`src/rtl/eth_pcs_rx_block_sync.sv`:
```
// 64b/66b receive front end: gearbox from W_DATA-bit PMA words into 66-bit
// blocks with single-bit slip, followed by the Clause 49 block-lock machine.
module eth_pcs_rx_block_sync #(
  parameter int W_DATA       = 32,
  parameter int SH_CNT_MAX   = 64,
  parameter int SH_INVLD_MAX = 16
) (
  input  logic              i_clk,
  input  logic              i_reset,
  input  logic [W_DATA-1:0] i_pma_data,
  output logic              o_block_valid,
  output logic [1:0]        o_block_header,
  output logic [63:0]       o_block_data,
  output logic              o_block_lock,
  output logic              o_slip
);

  localparam int BUF_W  = 132;
  localparam int FILL_W = 8;
  localparam int CNT_W  = $clog2(SH_CNT_MAX + 1);
  localparam int INV_W  = $clog2(SH_INVLD_MAX + 1);

  localparam logic [FILL_W-1:0] FILL_ONE  = FILL_W'(1);
  localparam logic [FILL_W-1:0] FILL_WORD = FILL_W'(W_DATA);
  localparam logic [FILL_W-1:0] FILL_BLK  = FILL_W'(66);
  localparam logic [CNT_W-1:0]  CNT_ONE   = CNT_W'(1);
  localparam logic [CNT_W-1:0]  CNT_LIMIT = CNT_W'(SH_CNT_MAX);
  localparam logic [INV_W-1:0]  INV_LIMIT = INV_W'(SH_INVLD_MAX);

  typedef enum logic [1:0] {
    LOCK_INIT = 2'd0,
    TEST      = 2'd1,
    SLIP      = 2'd2
  } state_t;

  logic [BUF_W-1:0]  shift_q, shift_d, shift_slip, shift_app, word_ext;
  logic [FILL_W-1:0] fill_q, fill_d, fill_slip, fill_app;
  logic              emit;

  logic              valid_q;
  logic [1:0]        header_q;
  logic [63:0]       data_q;

  state_t            state_q, state_d;
  logic              lock_q, lock_d;
  logic              slip_q, slip_d;
  logic [CNT_W-1:0]  sh_cnt_q, sh_cnt_d, cnt_inc;
  logic [INV_W-1:0]  sh_invld_cnt_q, sh_invld_cnt_d, inv_inc;
  logic              hdr_valid;

  assign word_ext = BUF_W'(i_pma_data);

  // Bits above fill are always zero, so appending is a plain OR at offset fill.
  always_comb begin
    shift_slip = shift_q;
    fill_slip  = fill_q;
    if (slip_q && (fill_q != '0)) begin
      shift_slip = shift_q >> 1;
      fill_slip  = fill_q - FILL_ONE;
    end
    shift_app = shift_slip | (word_ext << fill_slip);
    fill_app  = fill_slip + FILL_WORD;
    emit      = (fill_app >= FILL_BLK);
    shift_d   = shift_app;
    fill_d    = fill_app;
    if (emit) begin
      shift_d = shift_app >> 66;
      fill_d  = fill_app - FILL_BLK;
    end
  end

  assign hdr_valid = shift_app[0] ^ shift_app[1];
  assign cnt_inc   = sh_cnt_q + CNT_ONE;
  assign inv_inc   = sh_invld_cnt_q + INV_W'(!hdr_valid);

  always_comb begin
    state_d        = state_q;
    lock_d         = lock_q;
    slip_d         = 1'b0;
    sh_cnt_d       = sh_cnt_q;
    sh_invld_cnt_d = sh_invld_cnt_q;
    case (state_q)
      // LOCK_INIT only holds reset values, so its first block is tested as in TEST.
      LOCK_INIT, TEST: begin
        if (emit) begin
          state_d = TEST;
          if (!lock_q) begin
            if (!hdr_valid) begin
              state_d = SLIP;
            end else if (cnt_inc == CNT_LIMIT) begin
              lock_d         = 1'b1;
              sh_cnt_d       = '0;
              sh_invld_cnt_d = '0;
            end else begin
              sh_cnt_d = cnt_inc;
            end
          end else begin
            if (inv_inc == INV_LIMIT) begin
              lock_d  = 1'b0;
              state_d = SLIP;
            end else if (cnt_inc == CNT_LIMIT) begin
              sh_cnt_d       = '0;
              sh_invld_cnt_d = '0;
            end else begin
              sh_cnt_d       = cnt_inc;
              sh_invld_cnt_d = inv_inc;
            end
          end
        end
      end
      SLIP: begin
        slip_d         = 1'b1;
        sh_cnt_d       = '0;
        sh_invld_cnt_d = '0;
        state_d        = TEST;
      end
      default: state_d = LOCK_INIT;
    endcase
  end

  always_ff @(posedge i_clk or posedge i_reset) begin
    if (i_reset) begin
      shift_q        <= '0;
      fill_q         <= '0;
      valid_q        <= 1'b0;
      header_q       <= '0;
      data_q         <= '0;
      state_q        <= LOCK_INIT;
      lock_q         <= 1'b0;
      slip_q         <= 1'b0;
      sh_cnt_q       <= '0;
      sh_invld_cnt_q <= '0;
    end else begin
      shift_q        <= shift_d;
      fill_q         <= fill_d;
      valid_q        <= emit;
      if (emit) begin
        header_q <= shift_app[1:0];
        data_q   <= shift_app[65:2];
      end
      state_q        <= state_d;
      lock_q         <= lock_d;
      slip_q         <= slip_d;
      sh_cnt_q       <= sh_cnt_d;
      sh_invld_cnt_q <= sh_invld_cnt_d;
    end
  end

  assign o_block_valid  = valid_q;
  assign o_block_header = header_q;
  assign o_block_data   = data_q;
  assign o_block_lock   = lock_q;
  assign o_slip         = slip_q;

endmodule

```
`config.mk`:
```
export PLATFORM = sky130hd
export DESIGN_NAME = eth_pcs_rx_block_sync
export DESIGN_NICKNAME = d
export VERILOG_FILES = /design/src/rtl/eth_pcs_rx_block_sync.sv
export SDC_FILE = /design/constraint.sdc
export NUM_CORES = 1
export LEC_CHECK = 0
export CAP_MARGIN = 20
export CORE_ASPECT_RATIO = 1.2
export CORE_MARGIN = 5
export CORE_UTILIZATION = 40
export DETAILED_ROUTE_END_ITERATION = 8
export GPL_TIMING_DRIVEN = 0
export SYNTH_ARGS = -nofsm -noshare
export SYNTH_HDL_FRONTEND = slang
export SYNTH_SLANG_ARGS = --single-unit
```
`constraint.sdc`:
```
create_clock -name i_clk -period 9.1 [get_ports i_clk]
set_input_delay 1.82 -clock i_clk [delete_from_list [all_inputs] [get_ports i_clk]]
set_output_delay 1.82 -clock i_clk [all_outputs]
set_load 0.005 [all_outputs]
```
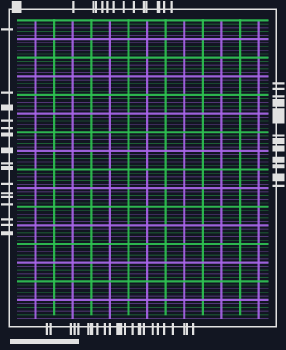
run_1/power_grid.png
Bar = 50 um. Pins as bars on the die edge.
green -> VDD
purple -> VSS
rows = 80
met5 straps = 16

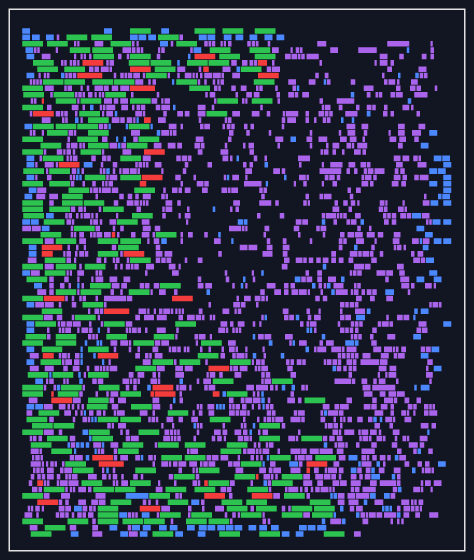
run_1/placement_by_type.png
red -> clock drivers and dummy loads  # cells 42
blue -> other buffers and delay cells  # cells 263
purple -> combinational and other logic  # cells 1582
green -> flops  # cells 223

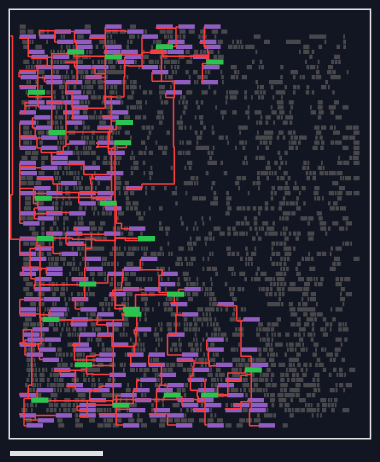
run_1/clk_routes.png
Bar = 50 um.
red -> clock wires  # length 3220 um
green -> clock drivers  # count 23
purple -> flip-flops  # count 223
routed clock nets = 24
Setup Skew: 15.7 ps
clk_lat worst skew: 540 ps

==> flow_summary.json, run 1 <==
{
  "outcome": "finished clean",
  "rrSetupSlack_ps": 1030,
  "fin_cells": 2647,
  "yosys-top-cells-area": "dfrtp_1, nor2_1, mux2i_1",
  "grt_overflow": 0,
  "synthArstFlopShare_pct": 100,
  "wl_met1_um": 33700,
  "worst-slew-pin-transition_ps": 1270,
  "final_nets": 2136,
  "signal_buffer_area_fraction_pct": 9.71,
  "setup_slack_ps": 1030,
  "synth_area_leader_cell": "dfrtp_1",
  "ios": 103,
  "clk_transition_reported_paths_ps": 70,
  "rr_endpoint": "shift_q[0]",
  "postCtsSetupBuffers": 0,
  "placed_cell_area_um2": 18000,
  "met1_usage_pct": 46.5,
  "syn_inst": 1956,
  "syn_area_per_cell_um2": 8.30,
  "cts_tree": "yes",
  "maxCapViolCount": 0,
  "place_congestion": 1.12,
  "min_from": "o_block_data[57]",
  "dp_hpwl_um": 75100,
  "grt_start_max_net_pins": 128,
  "area_delta_synth_final_pct": 16.1,
  "xor_area_share_pct": 0.432,
  "logic_gate_count": 1561,
  "numPortBuffers": 101,
  "syn-cell-area_um2": 16200,
  "fin_hold_ws_ps": 489,
  "tap_cells": 533,
  "flop-count": 223,
  "wire_per_inst_um": 36.9,
  "synthMuxAreaShare_pct": 8.38,
  "final_antenna_net_count": 0,
  "dr_wl_met3_um": 9490,
  "yosys.area_share.simple_pct": 22.0,
  "drt_iter0_markers": 2459,
  "grtUsageTotal_pct": 41.9,
  "critPathKind": "reg -> reg",
  "logic_area_um2": 9860,
  "lay_top_cells": "nor2_1, dfrtp_1, nand2_1, a21oi_1, clkdlybuf4s50_1",
  "nonClockBufferCount": 263,
  "drive_gt1_share_pct": 12.0,
  "grt_util_met2_pct": 66.0,
  "grt_setup_unrepaired": "no",
  "r2r_cells": 20,
  "top_cells_by_count": "nor2_1, dfrtp_1, nand2_1",
  "ys_area_um2": 16200,
  "min_to": "o_block_data[57]",
  "synth_top_area_share_pct": 34.4,
  "edf_count": 0,
  "tns_ps": 0,
  "grt_pass1_wl_um": 137000,
  "clock_buffers": 28,
  "whs_path_depth": 2,
  "dp_slack_ps": 1420
}
-- run 1: critical path: stages, from the launching register on --
cell	delay, ps
dfrtp_1	370
buf_2	180
buf_2	200
inv_1	200
clkbuf_1	600
buf_2	470
ha_1	390
or3b_1	450
buf_4	230
nand4b_1	150
and2_1	150
buf_2	220
buf_1	560
clkbuf_1	860
ha_1	430
o21a_1	220
buf_2	250
inv_2	240
clkbuf_1	670
clkbuf_1	800
a21oi_1	190
-- run 1: registers in the layout, indices dropped and copies added (netlist names) --
name	count
state_q	2
o_block_valid	1
shift_q	132
sh_invld_cnt_q	5
o_slip	1
o_block_header	2
sh_cnt_q	7
o_block_lock	1
o_block_data	64
fill_q	8
run_1/wires.png
Bar = 50 um.
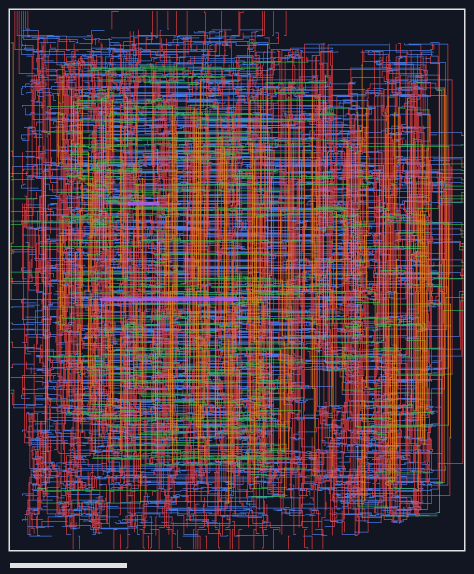

--- run 2 (diff from run 1) ---
--- a/config.mk
+++ b/config.mk
@@ -5,10 +5,9 @@
 export SDC_FILE = /design/constraint.sdc
 export NUM_CORES = 1
 export LEC_CHECK = 0
-export CAP_MARGIN = 20
 export CORE_ASPECT_RATIO = 1.2
 export CORE_MARGIN = 5
-export CORE_UTILIZATION = 40
+export CORE_UTILIZATION = 45
 export DETAILED_ROUTE_END_ITERATION = 8
 export GPL_TIMING_DRIVEN = 0
 export SYNTH_ARGS = -nofsm -noshare
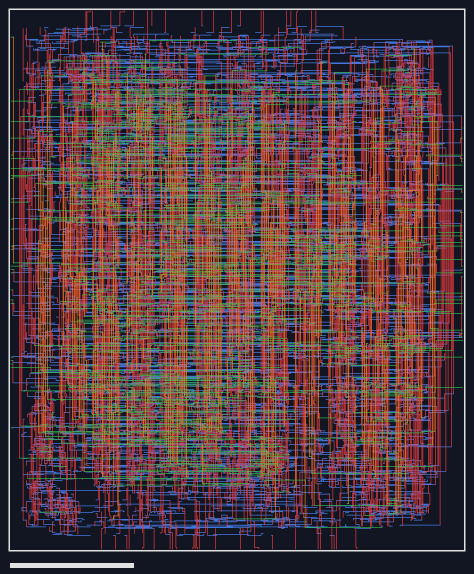
run_2/wires.png
Bar = 50 um.
red -> metal 2  # wire length 40.5 mm
green -> metal 3  # wire length 12100 um
blue -> metal 1  # wire length 31.7 mm
orange -> metal 4  # wire length 11600 um
all-layer global routing usage: 46.5%
Routed Wire Length: 95900 um
routed via count: 19043
Avg WL per Cell: 37.3 um

==> run 2 against run 1 <==
Net effect:
- highest routed layer is now met4
- cell area is 0.69% lower
- critical endpoint unchanged
- the run now ends with max-capacitance violations, max-slew violations left
- utilization is 5.2 points higher
- routed wire length is 1.9% lower
- global-route usage is 4.6 points higher
- cell count is 2.9% lower
- synthesized area stayed put
- critical path depth stayed put
- non-clock buffer count is 8 lower
==> flow_summary.json, run 2 <==
{
  "clock_skew_ps": 28.0,
  "rr_endpoint": "shift_q[0]",
  "clockBufferDepth": 3,
  "slew_headroom_pct": -0.420,
  "cp_slowest_cell": "clkbuf_1",
  "whs_path_depth": 1,
  "maxCapViolCount": 1,
  "dp_hpwl_um": 71200,
  "worst_path_dominant_cell_family": "buffers and inverters",
  "crit_path_start": "fill_q[0]",
  "min_from": "o_block_data[13]",
  "final_antenna_net_count": 0,
  "drive_gt1_share_pct": 11.8,
  "required_ps": 9460,
  "yosys-top-cells-area": "dfrtp_1, nor2_1, mux2i_1",
  "edf_count": 0,
  "met1_usage_pct": 52.3,
  "yosys.area_share.simple_pct": 22.0,
  "top_cells_by_count": "nor2_1, dfrtp_1, nand2_1",
  "lay_top_cells": "nor2_1, dfrtp_1, nand2_1, a21oi_1, clkdlybuf4s50_1",
  "xor_area_share_pct": 0.432,
  "area_delta_synth_final_pct": 15.3,
  "drc": 0,
  "grt_start_max_net_pins": 94,
  "min_to": "o_block_data[13]",
  "ys_area_um2": 16200,
  "ctsHoldBuffers": 0,
  "worst-slew-pin-transition_ps": 1490,
  "placed_cell_area_um2": 17900,
  "setup_slack_ps": 1270,
  "ios": 103,
  "cp_cell_sequence": "buf_2 > buf_2 > inv_1 > clkbuf_1 > buf_2 > ha_1 > or3b_1 > buf_4 > nand4b_1 > and2_1 > buf_2 > buf_1 > clkbuf_1 > ha_1 > o21a_1 > buf_2 > inv_2 > clkbuf_1 > clkbuf_1 > a21oi_1",
  "ys_sh_adder_pct": 0.694,
  "finalClockPeriodUsage_pct": 86.0,
  "final_nets": 2128,
  "crit_buf_inv": 13,
  "grt_overflow": 0,
  "synthArstFlopShare_pct": 100,
  "cts_sinks": 223,
  "outcome": "finished, violations left",
  "wl_met1_um": 31700,
  "rrSetupSlack_ps": 1270,
  "synth_area_leader_cell": "dfrtp_1",
  "numPortBuffers": 101,
  "drt_iter0_markers": 3039,
  "violations": "max-capacitance violations, max-slew violations",
  "cts_tree": "yes",
  "largest_register": "shift_q",
  "fp_util_pct": 45.4,
  "syn_inst": 1956,
  "chipHeight_um": 218,
  "postSynthSeqShare_pct": 34.4,
  "largest_register_ffs": 132,
  "synth_top_area_share_pct": 34.4,
  "critPathKind": "reg -> reg",
  "drv_slew": 1,
  "synthMuxAreaShare_pct": 8.38,
  "cp_common_cell": "buf_2",
  "postCtsSetupBuffers": 0,
  "syn-cell-area_um2": 16200,
  "grt_setup_unrepaired": "no",
  "met3_usage_pct": 15.7,
  "grt_util_met2_pct": 69.6,
  "clk_transition_reported_paths_ps": 70,
  "fin_cells": 2571,
  "via_per_inst": 7.41,
  "slowest_delay_ps": 840,
  "drtPass1Iterations": 6,
  "r2r_cells": 20,
  "grt_pass1_wl_um": 134000,
  "syn_area_per_cell_um2": 8.30,
  "synth-compound-area-share_pct": 29.2,
  "tns_ps": 0,
  "dp_slack_ps": 1700,
  "path_depth": 20,
  "dr_wl_met3_um": 12100,
  "fin_hold_ws_ps": 491,
  "place_congestion": 1.17
}
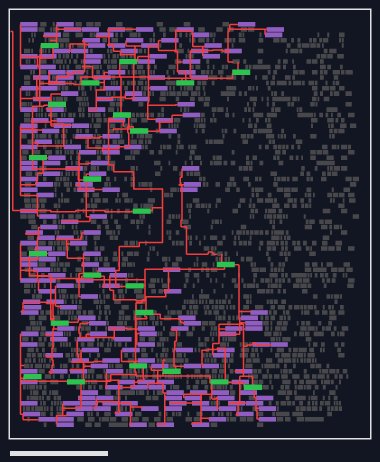
run_2/clk_routes.png
Bar = 50 um.
red -> clock wires  # length 3120 um
green -> clock drivers  # count 23
purple -> flip-flops  # count 223
routed clock nets = 24
clk_lat worst skew: 560 ps

-- run 2: cell count changes in the layout (fill, tap and decap cells not counted), sizes merged --
cell | before | now
buf | 94 | 87
bufinv | 4 | 2
clkbuf | 96 | 97
clkinv | 7 | 2
diode | 4 | 3
inv | 22 | 25
-- run 2: cell type report --
cell class / instances / area (um^2) / share of cell area [%]
Antenna cell: 3 / 7.51 / 0.0401
Buffer: 151 / 717 / 3.83
Clock buffer: 30 / 652 / 3.48
Clock inverter: 10 / 130 / 0.695
Inverter: 21 / 87.6 / 0.468
Multi-Input combinational cell: 1561 / 9880 / 52.8
Sequential cell: 223 / 5580 / 29.8
Tap cell: 468 / 586 / 3.13
Timing Repair Buffer: 104 / 1080 / 5.76
